### config.mk
export PLATFORM = sky130hd
export DESIGN_NAME = pcileech_com_tx_arbiter_flat
export DESIGN_NICKNAME = d
export VERILOG_FILES = /design/src/rtl/pcileech_com_tx_arbiter_pkg.sv /design/src/rtl/pcileech_com_tx_arbiter_if.sv /design/src/rtl/pcileech_com_tx_arbiter_skid2.sv /design/src/rtl/pcileech_com_tx_arbiter.sv /design/src/flat_wrapper.sv
export SDC_FILE = /design/constraint.sdc
export NUM_CORES = 1
export LEC_CHECK = 0
export CAP_MARGIN = 20
export CORE_UTILIZATION = 35
export CTS_CLUSTER_DIAMETER = 60
export DETAILED_ROUTE_END_ITERATION = 8
export PLACE_DENSITY = 0.67
export SYNTH_ARGS = -nofsm -noshare
export SYNTH_HDL_FRONTEND = slang
export SYNTH_SLANG_ARGS = --single-unit
### constraint.sdc
create_clock -name clk -period 4.7 [get_ports clk]
set_input_delay 1.41 -clock clk [delete_from_list [all_inputs] [get_ports clk]]
set_output_delay 1.41 -clock clk [all_outputs]
set_load 0.005 [all_outputs]
### src/rtl/pcileech_com_tx_arbiter_pkg.sv
// pcileech_com_arb_pkg: shared types and constants for the upstream TX arbiter.
package pcileech_com_arb_pkg;
    localparam int ARB_DATA_W = 32;
    localparam logic [2:0] SRC_CFG  = 3'd0;
    localparam logic [2:0] SRC_TLP  = 3'd1;
    localparam logic [2:0] SRC_CORE = 3'd2;
    typedef enum logic {ARB_IDLE, ARB_XFER} arb_state_t;
    typedef struct packed {
        logic [ARB_DATA_W-1:0] data;
        logic                  last;
        logic [2:0]            src;
    } tx_word_t;
endpackage

### src/rtl/pcileech_com_tx_arbiter_if.sv
// pcileech_com_tx_arbiter_if: producer streams, COM-side output and status of the TX arbiter.
interface pcileech_com_tx_arbiter_if #(
    parameter int NUM_SRC = 3,
    parameter int DATA_W  = 32,
    parameter int CNT_W   = 16
);
    logic [NUM_SRC-1:0]        src_en;
    logic [NUM_SRC-1:0]        src_valid;
    logic [NUM_SRC*DATA_W-1:0] src_data;
    logic [NUM_SRC-1:0]        src_last;
    logic [NUM_SRC-1:0]        src_ready;
    logic                      tx_valid;
    logic [DATA_W-1:0]         tx_data;
    logic                      tx_last;
    logic [2:0]                tx_src;
    logic                      tx_ready;
    logic [NUM_SRC-1:0]        grant;
    logic [NUM_SRC-1:0]        err_timeout;
    logic [NUM_SRC*CNT_W-1:0]  pkt_cnt;
    modport slave (
        input  src_en, src_valid, src_data, src_last, tx_ready,
        output src_ready, tx_valid, tx_data, tx_last, tx_src, grant, err_timeout, pkt_cnt
    );
    modport master (
        output src_en, src_valid, src_data, src_last, tx_ready,
        input  src_ready, tx_valid, tx_data, tx_last, tx_src, grant, err_timeout, pkt_cnt
    );
endinterface

### src/rtl/pcileech_com_tx_arbiter_skid2.sv
// pcileech_skid2: 2-entry valid/ready skid buffer; output is driven straight from flops.
module pcileech_skid2
    import pcileech_com_arb_pkg::*;
#(
    parameter type T = tx_word_t
) (
    input  logic clk,
    input  logic rst_n,
    input  logic in_valid_i,
    output logic in_ready_o,
    input  T     in_data_i,
    output logic out_valid_o,
    input  logic out_ready_i,
    output T     out_data_o
);
    T           mem_q [2];
    logic [1:0] cnt_q;
    logic       wp_q, rp_q, push, pop;
    assign in_ready_o  = cnt_q != 2'd2;
    assign out_valid_o = cnt_q != 2'd0;
    assign out_data_o  = mem_q[rp_q];
    assign push        = in_valid_i & in_ready_o;
    assign pop         = out_valid_o & out_ready_i;
    always_ff @(posedge clk or negedge rst_n)
        if (!rst_n) begin
            mem_q[0] <= '0;
            mem_q[1] <= '0;
            cnt_q    <= '0;
            wp_q     <= 1'b0;
            rp_q     <= 1'b0;
        end else begin
            if (push) begin
                mem_q[wp_q] <= in_data_i;
                wp_q        <= ~wp_q;
            end
            if (pop) rp_q <= ~rp_q;
            cnt_q <= cnt_q + {1'b0, push} - {1'b0, pop};
        end
endmodule

### src/rtl/pcileech_com_tx_arbiter.sv
// pcileech_com_tx_arbiter: packet-atomic round-robin arbiter feeding the FT601 upstream word path.
module pcileech_com_tx_arbiter
    import pcileech_com_arb_pkg::*;
#(
    parameter int NUM_SRC       = 3,
    parameter int DATA_W        = ARB_DATA_W,
    parameter int STALL_TIMEOUT = 1024,
    parameter int CNT_W         = 16
) (
    input logic clk,
    input logic rst_n,
    pcileech_com_tx_arbiter_if.slave bus
);
    localparam int TMO_W = $clog2(STALL_TIMEOUT);
    arb_state_t         state_q;
    logic [NUM_SRC-1:0] grant_q, err_q, req, rot;
    logic [2:0]         gidx_q, rr_q, nxt_rr, off, pick;
    logic [3:0]         sum;
    logic [TMO_W-1:0]   tmo_q;
    logic [CNT_W-1:0]   cnt_q [NUM_SRC];
    logic               found, in_valid, in_ready, acc;
    tx_word_t           in_w, out_w;
    assign req    = bus.src_valid & bus.src_en;
    assign nxt_rr = gidx_q == 3'(NUM_SRC - 1) ? 3'd0 : gidx_q + 3'd1;
    // Rotate requests so bit 0 is the rr pointer; lowest set bit is the winner offset.
    always_comb begin
        rot   = NUM_SRC'({req, req} >> rr_q);
        found = |req;
        off   = '0;
        for (int k = NUM_SRC - 1; k >= 0; k--) off = rot[k] ? 3'(k) : off;
        sum  = {1'b0, rr_q} + {1'b0, off};
        pick = sum >= 4'(NUM_SRC) ? 3'(sum - 4'(NUM_SRC)) : sum[2:0];
    end
    always_comb begin
        in_valid = 1'b0;
        in_w     = '0;
        for (int k = 0; k < NUM_SRC; k++)
            if (grant_q[k]) begin
                in_valid = bus.src_valid[k];
                in_w     = '{data: bus.src_data[k*DATA_W +: DATA_W], last: bus.src_last[k], src: 3'(k)};
            end
    end
    assign acc           = in_valid & in_ready;
    assign bus.src_ready = in_ready ? grant_q : '0;
    // Timeout only counts cycles where the owner has nothing to offer; a full skid is not a stall.
    always_ff @(posedge clk or negedge rst_n)
        if (!rst_n) begin
            state_q <= ARB_IDLE;
            grant_q <= '0;
            gidx_q  <= '0;
            rr_q    <= '0;
            tmo_q   <= '0;
            err_q   <= '0;
            for (int k = 0; k < NUM_SRC; k++) cnt_q[k] <= '0;
        end else begin
            err_q <= '0;
            if (state_q == ARB_IDLE) begin
                if (found) begin
                    state_q <= ARB_XFER;
                    grant_q <= NUM_SRC'(1) << pick;
                    gidx_q  <= pick;
                    tmo_q   <= '0;
                end
            end else if (acc) begin
                tmo_q <= '0;
                if (in_w.last) begin
                    state_q <= ARB_IDLE;
                    grant_q <= '0;
                    rr_q    <= nxt_rr;
                    for (int k = 0; k < NUM_SRC; k++)
                        if (grant_q[k]) cnt_q[k] <= cnt_q[k] + CNT_W'(1);
                end
            end else if (!in_valid) begin
                if (tmo_q == TMO_W'(STALL_TIMEOUT - 1)) begin
                    state_q <= ARB_IDLE;
                    grant_q <= '0;
                    rr_q    <= nxt_rr;
                    err_q   <= grant_q;
                end else tmo_q <= tmo_q + TMO_W'(1);
            end
        end
    pcileech_skid2 #(.T(tx_word_t)) u_skid (
        .clk        (clk),
        .rst_n      (rst_n),
        .in_valid_i (in_valid),
        .in_ready_o (in_ready),
        .in_data_i  (in_w),
        .out_valid_o(bus.tx_valid),
        .out_ready_i(bus.tx_ready),
        .out_data_o (out_w)
    );
    assign bus.tx_data     = out_w.data;
    assign bus.tx_last     = out_w.last;
    assign bus.tx_src      = out_w.src;
    assign bus.grant       = grant_q;
    assign bus.err_timeout = err_q;
    for (genvar g = 0; g < NUM_SRC; g++) begin : g_cnt
        assign bus.pkt_cnt[g*CNT_W +: CNT_W] = cnt_q[g];
    end
endmodule

### src/flat_wrapper.sv
// flat-port wrapper written by rule: the top's interface ports become plain ports
module pcileech_com_tx_arbiter_flat import pcileech_com_arb_pkg::*;
#(
    parameter int NUM_SRC       = 3,
    parameter int DATA_W        = ARB_DATA_W,
    parameter int STALL_TIMEOUT = 1024,
    parameter int CNT_W         = 16
)
  (clk, rst_n, bus_src_en, bus_src_valid, bus_src_data, bus_src_last, bus_tx_ready, bus_src_ready, bus_tx_valid, bus_tx_data, bus_tx_last, bus_tx_src, bus_grant, bus_err_timeout, bus_pkt_cnt);
  pcileech_com_tx_arbiter_if #(.NUM_SRC(NUM_SRC), .DATA_W(DATA_W), .CNT_W(CNT_W)) bus_i ();
  input logic clk;
  input logic rst_n;
  input wire logic [$bits(bus_i.src_en)-1:0] bus_src_en;
  input wire logic [$bits(bus_i.src_valid)-1:0] bus_src_valid;
  input wire logic [$bits(bus_i.src_data)-1:0] bus_src_data;
  input wire logic [$bits(bus_i.src_last)-1:0] bus_src_last;
  input wire logic [$bits(bus_i.tx_ready)-1:0] bus_tx_ready;
  output wire logic [$bits(bus_i.src_ready)-1:0] bus_src_ready;
  output wire logic [$bits(bus_i.tx_valid)-1:0] bus_tx_valid;
  output wire logic [$bits(bus_i.tx_data)-1:0] bus_tx_data;
  output wire logic [$bits(bus_i.tx_last)-1:0] bus_tx_last;
  output wire logic [$bits(bus_i.tx_src)-1:0] bus_tx_src;
  output wire logic [$bits(bus_i.grant)-1:0] bus_grant;
  output wire logic [$bits(bus_i.err_timeout)-1:0] bus_err_timeout;
  output wire logic [$bits(bus_i.pkt_cnt)-1:0] bus_pkt_cnt;
  assign bus_i.src_en = bus_src_en;
  assign bus_i.src_valid = bus_src_valid;
  assign bus_i.src_data = bus_src_data;
  assign bus_i.src_last = bus_src_last;
  assign bus_i.tx_ready = bus_tx_ready;
  assign bus_src_ready = bus_i.src_ready;
  assign bus_tx_valid = bus_i.tx_valid;
  assign bus_tx_data = bus_i.tx_data;
  assign bus_tx_last = bus_i.tx_last;
  assign bus_tx_src = bus_i.tx_src;
  assign bus_grant = bus_i.grant;
  assign bus_err_timeout = bus_i.err_timeout;
  assign bus_pkt_cnt = bus_i.pkt_cnt;
  pcileech_com_tx_arbiter #(.NUM_SRC(NUM_SRC), .DATA_W(DATA_W), .STALL_TIMEOUT(STALL_TIMEOUT), .CNT_W(CNT_W)) u_core (.clk(clk), .rst_n(rst_n), .bus(bus_i));
endmodule
Run 1, met1 routing:
Supply wires on this layer in grey.
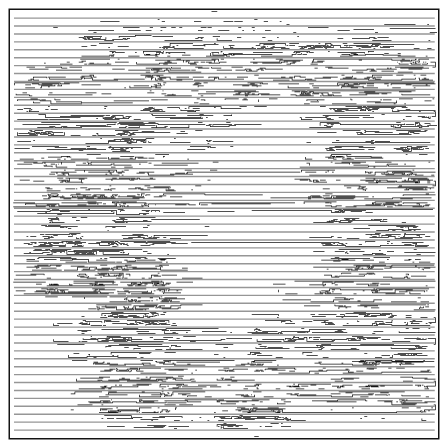
wire length on this layer: 9190 um
nets with wire on the layer: 920
share of all routed wire: 45%

Run 1, met2 routing:
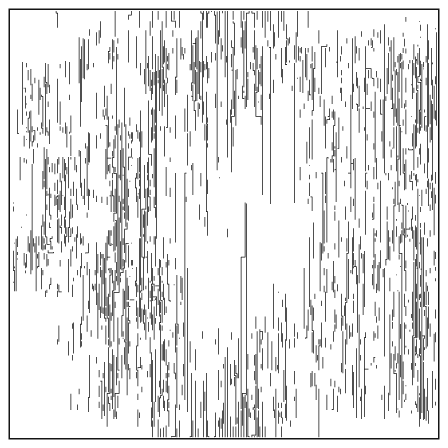
nets with wire on the layer: 875
longest straight run: 77.9 um
share of all routed wire: 46%
vias: 6223
Routed WL: 20200 um
grt met2 use: 31.2%

==> reports/summary.txt, run 1 <==
WL met3 = 1340 um
Port bufs = 200
Setup bufs post-CTS = 0
Clock Power Share = 24.0%
H-tree Lvls = 4
Area share of buffers outside the clock network = 21.4%
Tool warning count = 26
Worst-path fanout max = 6
# Cells Yosys = 744
Hold worst-path end = u_core.u_skid.mem_q[15]
Flip-flops with a built-in enable = 0
Sw Share = 36.2%
Combinational Power Share = 41.6%
Cell Chain, Critical Path = clkdlybuf4s50_1, and2_1, nor3_1, a211oi_1, a211oi_1, a31o_2, ha_1, inv_1, fa_1, inv_1, ha_1, nand2b_1, mux2i_1, a221oi_1, nor3_1, a31o_2
Max-Cap Viols = 0
Post-synth seq share = 49.3%
Synth Cell Area = 7350 sq um
Synthesized Nets = 862
CTS max path bufs = 2
Overall Power = 0.00527 W
Critical path startpoint = bus_src_valid[2]
Post-route DRC = 0
Maximum VDD drop = 0.296 mV
Area leader share = 49.3%
Hold path start = u_core.u_skid.mem_q[15]
Initial Utilization = 36.0%
Nonclk buf count = 222
Top power group = combinational cells
HPWL after detailed placement = 14100 um
Status = complete, no violations
Minimum clock period = 4430 ps
Post-synth top area cell = dfrtp_1
Top cells by instance count after synthesis = dfrtp_1 (145), o21ai_0 (112), nand2_1 (105), mux2_2 (42), clkbuf_1 (37)
Critical path type = in -> reg
Leakage = 4.43 nW
Unrepaired setup endpoints after global routing = no
Number of buffers created by CTS = 17
Crit-path slowest cell = a221oi_1
Design Area, Final = 10200 sq um
Vias/cell = 5.08
Clock buffer cells = 17
Final-layout clock-cell area share = 5.37%
Post-synth ARST share = 100%
CP Data Required Time = 5010 ps
Antenna Nets Post-Route = 0
Post-DR wirelength/cell = 16.5 um
Reg area = 3630 sq um
Met1 Use GR = 25.0%
Final setup TNS = 0 ps
Chip area line of the yosys report = 7350 sq um
Dominant kind of cell = flip-flops and latches
Avg Cell Area, Syn = 9.88 sq um
M1 WL = 9190 um
DR top layer = met4
Crit path DAT = 4740 ps
GR peak layer = met2
Worst-Margin Slew = 881 ps
Ant. Diodes = 0
Sw power = 0.00191 W
FF+latch count, synth = 145
CTS root buf = clkbuf_16
Final Util = 50.2%
Starting DRT DRC Count = 272
Met2 routed WL = 9390 um
Final setup violation count = 0
Seq cells = 145
Combinational gate power = 0.00219 W
Yosys top cell by instances = dfrtp_1
Overflow after GRT = 0
Yosys warns = 0
Clock net power = 0.00126 W
Int Power = 0.00336 W
PwrDens = 514 nW/um^2
Achievable frequency = 226 MHz
Largest register FFs = 70
Logic area = 3450 sq um
Relative slew slack = 41.2%
Top_reg_cell synth = dfrtp_1
Core Region = 20400 sq um
Placed cell areas = 9700 sq um
CTS Hold Bufs = 0
Run 1, M3 wires:
The bar under the picture is 50 um long.
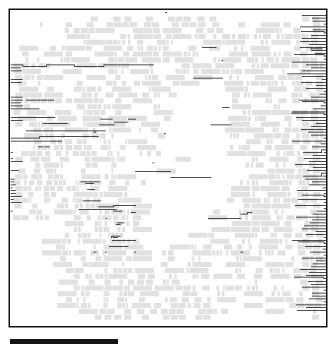
main direction: horizontal
share of all routed wire: 6.6%
GR Util met3: 4.57%

Run 1, metal 4:
Supply wires on this layer in grey.
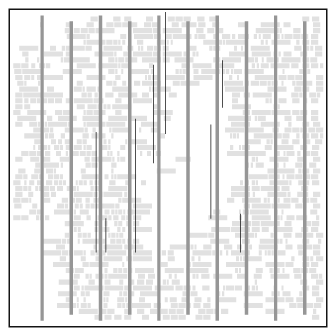
nets with wire on the layer: 5
longest straight run: 61.9 um
share of all routed wire: 1.6%
wire length on this layer: 318 um
main direction: vertical

--- run 2 (diff from run 1) ---
SLEW_MARGIN = 20   (was default)
Run 2, met2 routing:
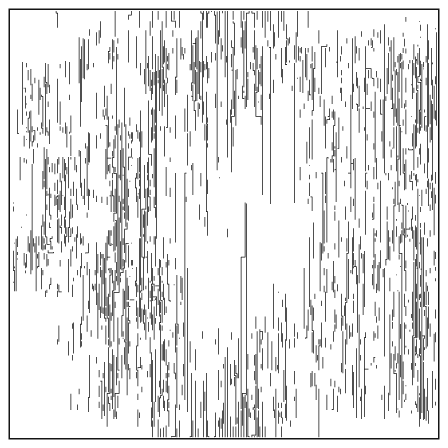

==> run 2 against run 1 <==
  * Design area is the same
  * Sequential share of layout area is the same
  * Combinational power is essentially flat
  * Hold slack is the same
  * Clock power is essentially flat
  * Clock-buffer cell count is the same
  * Sequential power is essentially flat
  * First-iteration DRC count is the same
  * Clock skew is the same
  * Via count is the same
  * Largest power group unchanged
==> reports/summary.txt, run 2 <==
Overall Power = 0.00527 W
Final Hold Vio Count = 0
Worst R2R Setup Slack = 1210 ps
Top cell family by delay on the critical path = AND-OR/OR-AND gates
Crit-path slowest cell = a221oi_1
Tap Count = 270
Clock buffer cells = 17
Multi-In Gates = 533
Hold worst-path end = u_core.u_skid.mem_q[15]
HPWL after detailed placement = 14100 um
Design Area, Final = 10200 sq um
Overall Global Routing Usage = 19.1%
Status = complete, no violations
Ant. Diodes = 0
Flip-flops with a built-in enable = 0
Post_cts resized = 0
Sw Share = 36.2%
Minimum hold slack = 474 ps
Pre-antenna DRT Iters = 4
Leakage = 4.43 nW
Layout cell share with drive strength beyond 1 = 12.2%
Routed WL = 20200 um
Post-synth top area cell = dfrtp_1
Chip area line of the yosys report = 7350 sq um
Synthesized Nets = 862
Dominant kind of cell = flip-flops and latches
# Cells Yosys = 744
DR top layer = met4
Hold path start = u_core.u_skid.mem_q[15]
Int Power = 0.00336 W
Starting DRT DRC Count = 272
Critical path startpoint = bus_src_valid[2]
Vias = 6223
Top-Level Pins = 202
Synth Cell Area = 7350 sq um
Crit path DAT = 4740 ps
CTS root buf = clkbuf_16
Critical path type = in -> reg
Post-DR wirelength/cell = 16.5 um
Post-synth ARST share = 100%
FF+latch count, synth = 145
Seq pwr share = 34.5%
Logic area = 3450 sq um
Slack of the critical path = 268 ps
Top_reg_cell synth = dfrtp_1
Worst R2R Start = u_core.rr_q[1]
Layout area overhead = 39.4%
Number of buffers created by CTS = 17
Combinational Power Share = 41.6%
Antenna Nets Post-Route = 0
Slowest Stage Delay on Critical Path = 540 ps
Post-route DRC = 0
Tool warning count = 26
Vias in the first global route = 6195
Maximum VDD drop = 0.296 mV
Setup crit end kind = flop
Seq cells = 145
PwrDens = 514 nW/um^2
GR Util met3 = 4.57%
Setup bufs post-CTS = 0
CTS Hold Bufs = 0
Placed cell areas = 9700 sq um
Top power group = combinational cells
Die X-Extent = 147 um
Achievable frequency = 226 MHz
CTS max path bufs = 2
Worst-path fanout max = 6
Sw power = 0.00191 W
Yosys top cell by instances = dfrtp_1
Worst-Margin Slew = 881 ps
Largest register FFs = 70
Overflow after GRT = 0
Finished Layout Cells = 1224
Yosys warns = 0
CP Data Required Time = 5010 ps
Inverters = 22
Port bufs = 200
Reg area = 3630 sq um
Combinational gate power = 0.00219 W
Final Util = 50.2%
Met2 routed WL = 9390 um
Post-synth seq share = 49.3%
Minimum clock period = 4430 ps
Final setup TNS = 0 ps
Largest register by flop count = u_core.u_skid.mem_q
Initial Utilization = 36.0%
Crit start category = input port
Clock net power = 0.00126 W
Area leader share = 49.3%
Clock Power Share = 24.0%
Cell Chain, Critical Path = clkdlybuf4s50_1, and2_1, nor3_1, a211oi_1, a211oi_1, a31o_2, ha_1, inv_1, fa_1, inv_1, ha_1, nand2b_1, mux2i_1, a221oi_1, nor3_1, a31o_2
H-tree Lvls = 4
Min-Delay Path Depth = 2
Final-layout clock-cell area share = 5.37%
M1 WL = 9190 um
Max-Cap Viols = 0
WL met3 = 1340 um
Top cells by instance count after synthesis = dfrtp_1 (145), o21ai_0 (112), nand2_1 (105), mux2_2 (42), clkbuf_1 (37)
Largest net degree at the start of global routing = 94
Vias/cell = 5.08
Fillers = 1869
Relative slew slack = 41.2%
Grt met2 use = 31.2%
Nonclk buf count = 222
Sequential cell area share = 35.4%
GR peak layer = met2
Core Region = 20400 sq um
Avg Cell Area, Syn = 9.88 sq um
Complex Gates by Area = 16.0%
Final setup violation count = 0
Initial antenna violation count = 0
Area share of buffers outside the clock network = 21.4%
Met1 Use GR = 25.0%
Unrepaired setup endpoints after global routing = no
Run 2, the clock network:
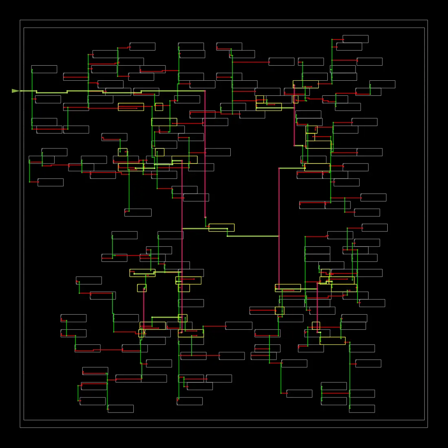

--- run 3 (diff from run 2) ---
CORE_UTILIZATION = 49   (was 35)
PLACE_DENSITY = 0.87   (was 0.67)
Run 3, the clock network:
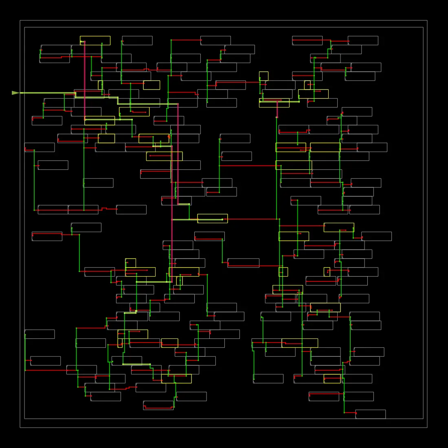
clk_skew: 9.41 ps
CTS Sinks: 145

==> run 3 against run 2 <==
  * Setup slack better by 8.9 ps
  * Clock-buffer cell count rose by 6
  * Utilization increased by 20 points
  * Sequential cell count stayed put
  * Via count increased by 3.1%
  * Area after synthesis unchanged
  * Clock power rose by about 10%
  * First-iteration DRC count rose by 45%
  * Register-to-register slack improved by 150 ps
  * Cell count fell by 7.3%
  * Global-route usage increased by 6.4 points
  * Largest power group unchanged
  * Highest routed layer unchanged
==> reports/summary.txt, run 3 <==
PwrDens = 533 nW/um^2
Maximum VDD drop = 0.470 mV
Vias/cell = 5.65
Critical path type = in -> reg
Number of buffers created by CTS = 17
Vias = 6413
Critical path startpoint = bus_src_valid[1]
Yosys top cell by instances = dfrtp_1
Multi-In Gates = 533
Pre-antenna DRT Iters = 4
Top_reg_cell synth = dfrtp_1
Final-layout clock-cell area share = 6.06%
Post-synth top area cell = dfrtp_1
Area share of buffers outside the clock network = 21.2%
Clock buffer cells = 23
Dominant kind of cell = flip-flops and latches
Logic area = 3460 sq um
Minimum clock period = 4420 ps
Top power group = combinational cells
Clock Power Share = 25.5%
H-tree Lvls = 4
Finished Layout Cells = 1135
Die X-Extent = 125 um
CTS Hold Bufs = 0
Core Region = 14600 sq um
HPWL after detailed placement = 13200 um
Sw Share = 34.2%
Overall Global Routing Usage = 25.4%
Flip-flops with a built-in enable = 0
Combinational gate power = 0.00218 W
Complex Gates by Area = 16.0%
CP Data Required Time = 4990 ps
Unrepaired setup endpoints after global routing = no
Setup crit end kind = flop
Routed WL = 19000 um
Slowest Stage Delay on Critical Path = 510 ps
Final Hold Vio Count = 0
Achievable frequency = 226 MHz
Ant. Diodes = 0
Setup bufs post-CTS = 0
Vias in the first global route = 6427
Post-route DRC = 0
Largest register by flop count = u_core.u_skid.mem_q
Nonclk buf count = 219
Final Util = 69.8%
Status = complete, no violations
Crit start category = input port
Largest register FFs = 70
Hold worst-path end = u_core.bus.pkt_cnt[15]
Max-Cap Viols = 0
Design Area, Final = 10200 sq um
Met2 routed WL = 9430 um
Tool warning count = 28
GR peak layer = met2
Overall Power = 0.00543 W
Int Power = 0.00357 W
Crit path DAT = 4710 ps
CTS root buf = clkbuf_16
FF+latch count, synth = 145
Post-synth ARST share = 100%
Worst-path fanout max = 3
CTS max path bufs = 2
Clock net power = 0.00139 W
Final setup TNS = 0 ps
Sequential cell area share = 35.7%
Min-Delay Path Depth = 1
Antenna Nets Post-Route = 0
Synth Cell Area = 7350 sq um
Final setup violation count = 0
Minimum hold slack = 469 ps
Layout cell share with drive strength beyond 1 = 11.8%
Inverters = 22
Layout area overhead = 38.4%
Combinational Power Share = 40.2%
Yosys warns = 0
Starting DRT DRC Count = 394
Power and IR drop assume default switching activity.
